--- src/rtl/mem_port_arbiter_pkg.sv ---
// Shared types and widths for the main-memory port arbiter and the memory
// interface units that sit in front of it.
package mem_port_arbiter_pkg;

  localparam int MEM_ADDR_W = 14;
  localparam int MEM_DATA_W = 16;

  typedef enum logic [1:0] {
    ARB_IDLE,
    ARB_ACCESS,
    ARB_RESP
  } arb_state_t;

  // Width of a requester index; a single requester still needs one bit.
  function automatic int idx_width(input int n);
    return (n > 1) ? $clog2(n) : 1;
  endfunction

endpackage

--- src/rtl/mem_port_arbiter_if.sv ---
// Requester-side and memory-side signals of the shared memory port.
// The arbiter takes the slave view; the requesters plus memory take the master view.
interface mem_port_arbiter_if
  import mem_port_arbiter_pkg::*;
#(
  parameter int N_REQ  = 2,
  parameter int ADDR_W = MEM_ADDR_W,
  parameter int DATA_W = MEM_DATA_W
);

  logic [N_REQ-1:0]        rq_read;
  logic [N_REQ-1:0]        rq_write;
  logic [N_REQ*ADDR_W-1:0] rq_addr;
  logic [N_REQ*DATA_W-1:0] rq_wdata;
  logic [N_REQ-1:0]        rq_done;
  logic [N_REQ-1:0]        rq_err;
  logic [DATA_W-1:0]       rq_rdata;

  logic                    cs;
  logic                    read_req;
  logic                    write_req;
  logic [ADDR_W-1:0]       addrout;
  logic [DATA_W-1:0]       datatomem;
  logic [DATA_W-1:0]       datafrommem;
  logic                    mem_resp;

  modport slave (
    input  rq_read, rq_write, rq_addr, rq_wdata, datafrommem, mem_resp,
    output rq_done, rq_err, rq_rdata, cs, read_req, write_req, addrout, datatomem
  );

  modport master (
    output rq_read, rq_write, rq_addr, rq_wdata, datafrommem, mem_resp,
    input  rq_done, rq_err, rq_rdata, cs, read_req, write_req, addrout, datatomem
  );

endinterface

--- src/rtl/mem_port_arbiter_rr_pick.sv ---
// Combinational round-robin selector: first pending requester at or after
// the pointer, wrapping modulo N_REQ.
module mem_port_arbiter_rr_pick
  import mem_port_arbiter_pkg::*;
#(
  parameter int N_REQ = 2,
  parameter int IW    = idx_width(N_REQ)
) (
  input  logic [N_REQ-1:0] pending_i,
  input  logic [IW-1:0]    ptr_i,
  output logic             found_o,
  output logic [IW-1:0]    idx_o
);

  logic [IW:0]   sum;
  logic [IW-1:0] cand;

  always_comb begin
    // NOTE: every output gets a value before any branch so no latch is inferred.
    found_o = 1'b0;
    idx_o   = '0;
    sum     = '0;
    cand    = '0;
    // Walk offsets from farthest to nearest so the nearest pending one wins.
    for (int off = N_REQ - 1; off >= 0; off--) begin
      sum = {1'b0, ptr_i} + (IW + 1)'(off);
      if (sum >= (IW + 1)'(N_REQ)) begin
        sum = sum - (IW + 1)'(N_REQ);
      end
      cand = sum[IW-1:0];
      if (pending_i[cand]) begin
        found_o = 1'b1;
        idx_o   = cand;
      end
    end
  end

endmodule

--- src/rtl/mem_port_arbiter.sv ---
// Shares one main-memory port between N_REQ requesters: round-robin grant,
// one transaction in flight, per-transaction timeout, all outputs registered.
module mem_port_arbiter
  import mem_port_arbiter_pkg::*;
#(
  parameter int N_REQ   = 2,
  parameter int ADDR_W  = MEM_ADDR_W,
  parameter int DATA_W  = MEM_DATA_W,
  parameter int TMO_CYC = 255
) (
  input  logic           clk,
  input  logic           reset_n,
  mem_port_arbiter_if.slave bus
);

  localparam int IW = idx_width(N_REQ);
  localparam int TW = $clog2(TMO_CYC + 1);
  localparam logic [IW-1:0] LAST_IDX = IW'(N_REQ - 1);
  localparam logic [TW-1:0] TMO_LAST = TW'(TMO_CYC - 1);

  arb_state_t        state_q, state_d;
  logic [IW-1:0]     grant_q, grant_d;
  logic [IW-1:0]     ptr_q, ptr_d;
  logic [ADDR_W-1:0] addr_q, addr_d;
  logic [DATA_W-1:0] wdata_q, wdata_d;
  logic              cs_q, cs_d;
  logic              rd_q, rd_d;
  logic              wr_q, wr_d;
  logic [TW-1:0]     tmo_q, tmo_d;
  logic [N_REQ-1:0]  done_q, done_d;
  logic [N_REQ-1:0]  err_q, err_d;
  logic [DATA_W-1:0] rdata_q, rdata_d;

  logic              pick_found;
  logic [IW-1:0]     pick_idx;
  logic              pick_rd, pick_wr;
  logic [ADDR_W-1:0] pick_addr;
  logic [DATA_W-1:0] pick_wdata;

  mem_port_arbiter_rr_pick #(
    .N_REQ (N_REQ),
    .IW    (IW)
  ) u_rr_pick (
    .pending_i (bus.rq_read | bus.rq_write),
    .ptr_i     (ptr_q),
    .found_o   (pick_found),
    .idx_o     (pick_idx)
  );

  // Mux out the chosen requester's request fields with constant slice bases.
  always_comb begin
    pick_rd    = 1'b0;
    pick_wr    = 1'b0;
    pick_addr  = '0;
    pick_wdata = '0;
    for (int i = 0; i < N_REQ; i++) begin
      if (pick_idx == IW'(i)) begin
        pick_rd    = bus.rq_read[i];
        pick_wr    = bus.rq_write[i];
        pick_addr  = bus.rq_addr[i*ADDR_W +: ADDR_W];
        pick_wdata = bus.rq_wdata[i*DATA_W +: DATA_W];
      end
    end
  end

  always_comb begin
    state_d = state_q;
    grant_d = grant_q;
    ptr_d   = ptr_q;
    addr_d  = addr_q;
    wdata_d = wdata_q;
    cs_d    = cs_q;
    rd_d    = rd_q;
    wr_d    = wr_q;
    tmo_d   = tmo_q;
    rdata_d = rdata_q;
    done_d  = '0;
    err_d   = '0;

    unique case (state_q)
      ARB_IDLE: begin
        if (pick_found) begin
          grant_d = pick_idx;
          addr_d  = pick_addr;
          wdata_d = pick_wdata;
          if (pick_rd && pick_wr) begin
            // Conflicting direction: complete with error, memory never touched.
            done_d[pick_idx] = 1'b1;
            err_d[pick_idx]  = 1'b1;
            state_d          = ARB_RESP;
          end else begin
            cs_d    = 1'b1;
            rd_d    = pick_rd;
            wr_d    = pick_wr;
            tmo_d   = '0;
            state_d = ARB_ACCESS;
          end
        end
      end

      ARB_ACCESS: begin
        // mem_resp takes precedence over a timeout expiring in the same cycle.
        if (bus.mem_resp || (tmo_q == TMO_LAST)) begin
          cs_d            = 1'b0;
          rd_d            = 1'b0;
          wr_d            = 1'b0;
          done_d[grant_q] = 1'b1;
          err_d[grant_q]  = ~bus.mem_resp;
          if (bus.mem_resp && rd_q) begin
            rdata_d = bus.datafrommem;
          end
          state_d = ARB_RESP;
        end else begin
          tmo_d = tmo_q + 1'b1;
        end
      end

      ARB_RESP: begin
        ptr_d   = (grant_q == LAST_IDX) ? '0 : grant_q + 1'b1;
        state_d = ARB_IDLE;
      end

      default: state_d = ARB_IDLE;
    endcase
  end

  always_ff @(posedge clk or negedge reset_n) begin
    if (!reset_n) begin
      // NOTE: data registers are reset as well, because they drive outputs that must read 0.
      state_q <= ARB_IDLE;
      grant_q <= '0;
      ptr_q   <= '0;
      addr_q  <= '0;
      wdata_q <= '0;
      cs_q    <= 1'b0;
      rd_q    <= 1'b0;
      wr_q    <= 1'b0;
      tmo_q   <= '0;
      done_q  <= '0;
      err_q   <= '0;
      rdata_q <= '0;
    end else begin
      // NOTE: non-blocking assignments so every register samples pre-edge values.
      state_q <= state_d;
      grant_q <= grant_d;
      ptr_q   <= ptr_d;
      addr_q  <= addr_d;
      wdata_q <= wdata_d;
      cs_q    <= cs_d;
      rd_q    <= rd_d;
      wr_q    <= wr_d;
      tmo_q   <= tmo_d;
      done_q  <= done_d;
      err_q   <= err_d;
      rdata_q <= rdata_d;
    end
  end

  assign bus.cs        = cs_q;
  assign bus.read_req  = rd_q;
  assign bus.write_req = wr_q;
  assign bus.addrout   = addr_q;
  assign bus.datatomem = wdata_q;
  assign bus.rq_done   = done_q;
  assign bus.rq_err    = err_q;
  assign bus.rq_rdata  = rdata_q;

endmodule

--- src/flat_wrapper.sv ---
// flat-port wrapper written by rule: the top's interface ports become plain ports
module mem_port_arbiter_flat import mem_port_arbiter_pkg::*;
#(
  parameter int N_REQ   = 2,
  parameter int ADDR_W  = MEM_ADDR_W,
  parameter int DATA_W  = MEM_DATA_W,
  parameter int TMO_CYC = 255
)
  (clk, reset_n, bus_rq_read, bus_rq_write, bus_rq_addr, bus_rq_wdata, bus_datafrommem, bus_mem_resp, bus_rq_done, bus_rq_err, bus_rq_rdata, bus_cs, bus_read_req, bus_write_req, bus_addrout, bus_datatomem);
  mem_port_arbiter_if #(.N_REQ(N_REQ), .ADDR_W(ADDR_W), .DATA_W(DATA_W)) bus_i ();
  input  logic clk;
  input  logic reset_n;
  input wire logic [$bits(bus_i.rq_read)-1:0] bus_rq_read;
  input wire logic [$bits(bus_i.rq_write)-1:0] bus_rq_write;
  input wire logic [$bits(bus_i.rq_addr)-1:0] bus_rq_addr;
  input wire logic [$bits(bus_i.rq_wdata)-1:0] bus_rq_wdata;
  input wire logic [$bits(bus_i.datafrommem)-1:0] bus_datafrommem;
  input wire logic [$bits(bus_i.mem_resp)-1:0] bus_mem_resp;
  output wire logic [$bits(bus_i.rq_done)-1:0] bus_rq_done;
  output wire logic [$bits(bus_i.rq_err)-1:0] bus_rq_err;
  output wire logic [$bits(bus_i.rq_rdata)-1:0] bus_rq_rdata;
  output wire logic [$bits(bus_i.cs)-1:0] bus_cs;
  output wire logic [$bits(bus_i.read_req)-1:0] bus_read_req;
  output wire logic [$bits(bus_i.write_req)-1:0] bus_write_req;
  output wire logic [$bits(bus_i.addrout)-1:0] bus_addrout;
  output wire logic [$bits(bus_i.datatomem)-1:0] bus_datatomem;
  assign bus_i.rq_read = bus_rq_read;
  assign bus_i.rq_write = bus_rq_write;
  assign bus_i.rq_addr = bus_rq_addr;
  assign bus_i.rq_wdata = bus_rq_wdata;
  assign bus_i.datafrommem = bus_datafrommem;
  assign bus_i.mem_resp = bus_mem_resp;
  assign bus_rq_done = bus_i.rq_done;
  assign bus_rq_err = bus_i.rq_err;
  assign bus_rq_rdata = bus_i.rq_rdata;
  assign bus_cs = bus_i.cs;
  assign bus_read_req = bus_i.read_req;
  assign bus_write_req = bus_i.write_req;
  assign bus_addrout = bus_i.addrout;
  assign bus_datatomem = bus_i.datatomem;
  mem_port_arbiter #(.N_REQ(N_REQ), .ADDR_W(ADDR_W), .DATA_W(DATA_W), .TMO_CYC(TMO_CYC)) u_core (.clk(clk), .reset_n(reset_n), .bus(bus_i));
endmodule
--- config.mk ---
export PLATFORM = sky130hd
export DESIGN_NAME = mem_port_arbiter_flat
export DESIGN_NICKNAME = d
export VERILOG_FILES = /design/src/rtl/mem_port_arbiter_pkg.sv /design/src/rtl/mem_port_arbiter_if.sv /design/src/rtl/mem_port_arbiter_rr_pick.sv /design/src/rtl/mem_port_arbiter.sv /design/src/flat_wrapper.sv
export SDC_FILE = /design/constraint.sdc
export NUM_CORES = 1
export LEC_CHECK = 0
export ABC_AREA = 1
export ABC_CLOCK_PERIOD_IN_PS = 2600
export CAP_MARGIN = 20
export CORE_ASPECT_RATIO = 0.75
export CORE_UTILIZATION = 45
export CTS_CLUSTER_SIZE = 30
export DETAILED_ROUTE_END_ITERATION = 8
export PLACE_DENSITY = 0.86
export SETUP_SLACK_MARGIN = 0.2
export SLEW_MARGIN = 20
export SYNTH_ARGS = -nofsm -noshare
export SYNTH_HDL_FRONTEND = slang
export SYNTH_HIERARCHICAL = 1
export SYNTH_SLANG_ARGS = --single-unit
export TNS_END_PERCENT = 10
--- constraint.sdc ---
create_clock -name clk -period 2.6 [get_ports clk]
set_input_delay 0.65 -clock clk [delete_from_list [all_inputs] [get_ports clk]]
set_output_delay 0.65 -clock clk [all_outputs]
set_load 0.02 [all_outputs]
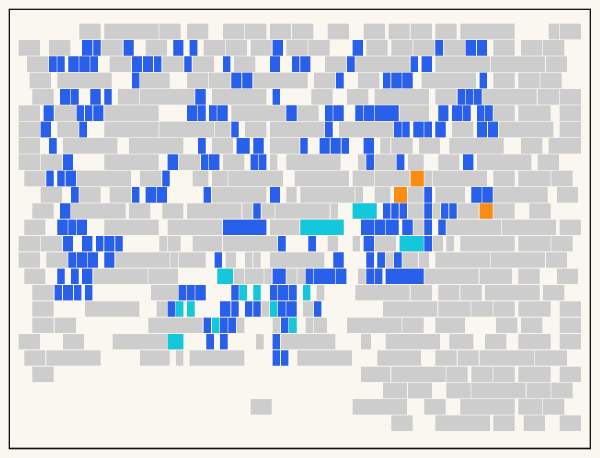
(gate-type map)
(6 px per um)
Key: nor cells = cyan [cells 13, most used nor2_1]; and/or cells = orange [cells 3, most used or2_2]; nand cells = blue [cells 178, most used nand2_1]
multi-input combinational area share: 0.2720
most frequent logic cell in the layout: clkdlybuf4s50_1
Cell Count, Final, Fillers Out: 554

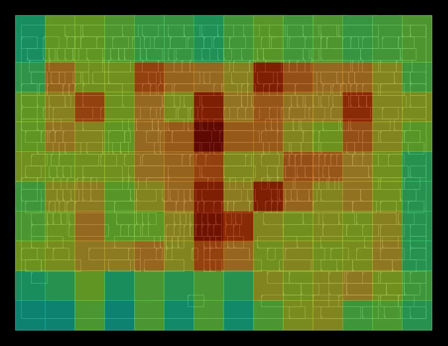
(congestion heat map)
met1 usage: 0.3321
final design utilization: 0.7294
global routing usage on met3: 0.09195
average routed wire per standard cell: 15.58 um

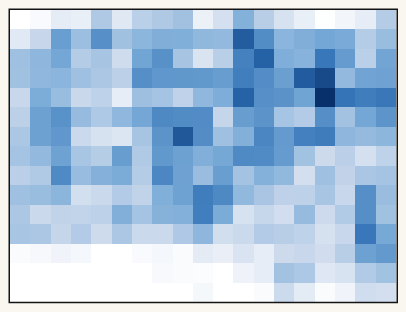
(wire density map)
(4 px per um) 19 x 15 tiles, from white (low) to dark blue (high), scaled to the fullest tile. Values are wire area over tile area, all layers added.
The fullest tile reaches 0.56. The mean over all tiles is 0.20. 8.4% of the tiles are nearly empty. 26% of the tiles are over half the peak. The emptiest ninth of the die: south-west.
vias: 2845
Routed Wire Length: 8630 um
Total GRT Usage: 0.2555

==> reports/metrics.yaml <==
clock_power_share: 0.137
switchingPower_mw: 2.255
die_area_sq_um: 7047
top_layer: "met4"
yosys_area_sq_um: 3020
holdWs_ps: 311.8
critPathKind: "in2reg"
clockRootBuffer: "clkbuf_8"
synthArstFlopShare: 1.000
status: "finished, final reports clean"
ant_nets: 0
port_buffers: 135
gp_congestion: 0.8460
met1_length_um: 3752
yosys_warnings: 6
drv_slew: 0
clk_pin_slew_worst_paths_ps: 70
p_per_area_nw_per_um2: 1161
drive_gt1_frac: 0.1099
numClockSinks: 65
combPwrFrac: 0.538
seq_power_mw: 1.75
maxPowerGroup: "combinational cells"
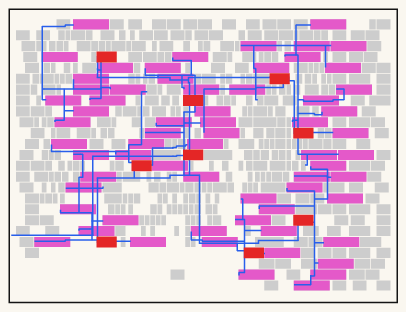
(clock wires, drivers and flops)
(4 px per um)
Key: flip-flops = magenta [count 65]; clock wires = blue [length 842 um]; clock-net drivers = red [count 9]
There are 10 routed clock nets. Position of the flops: spread over the die.
clock network power consumption: 0.740 mW
clk ins delay skew pair: 350 ps
final clock skew: 10.29 ps

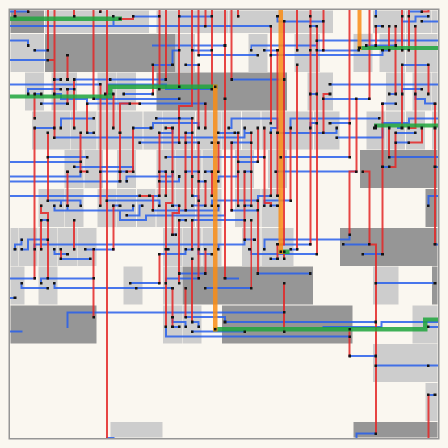
(a small window of the routed layout)
Region (33, 7) to (63, 37) um. Cells in grey, sequential cells in the stronger grey; small squares are vias.
Key: M2 = red; M4 = orange; M1 = blue; M3 = green
Sequential cells in the window: 7. Most frequent: nand2_1 (24), inv_1 (12). Netlist names of flops here include u_core/tmo_q (4). 73 logic cells have their middle in the window.

Power and IR drop assume default switching activity.
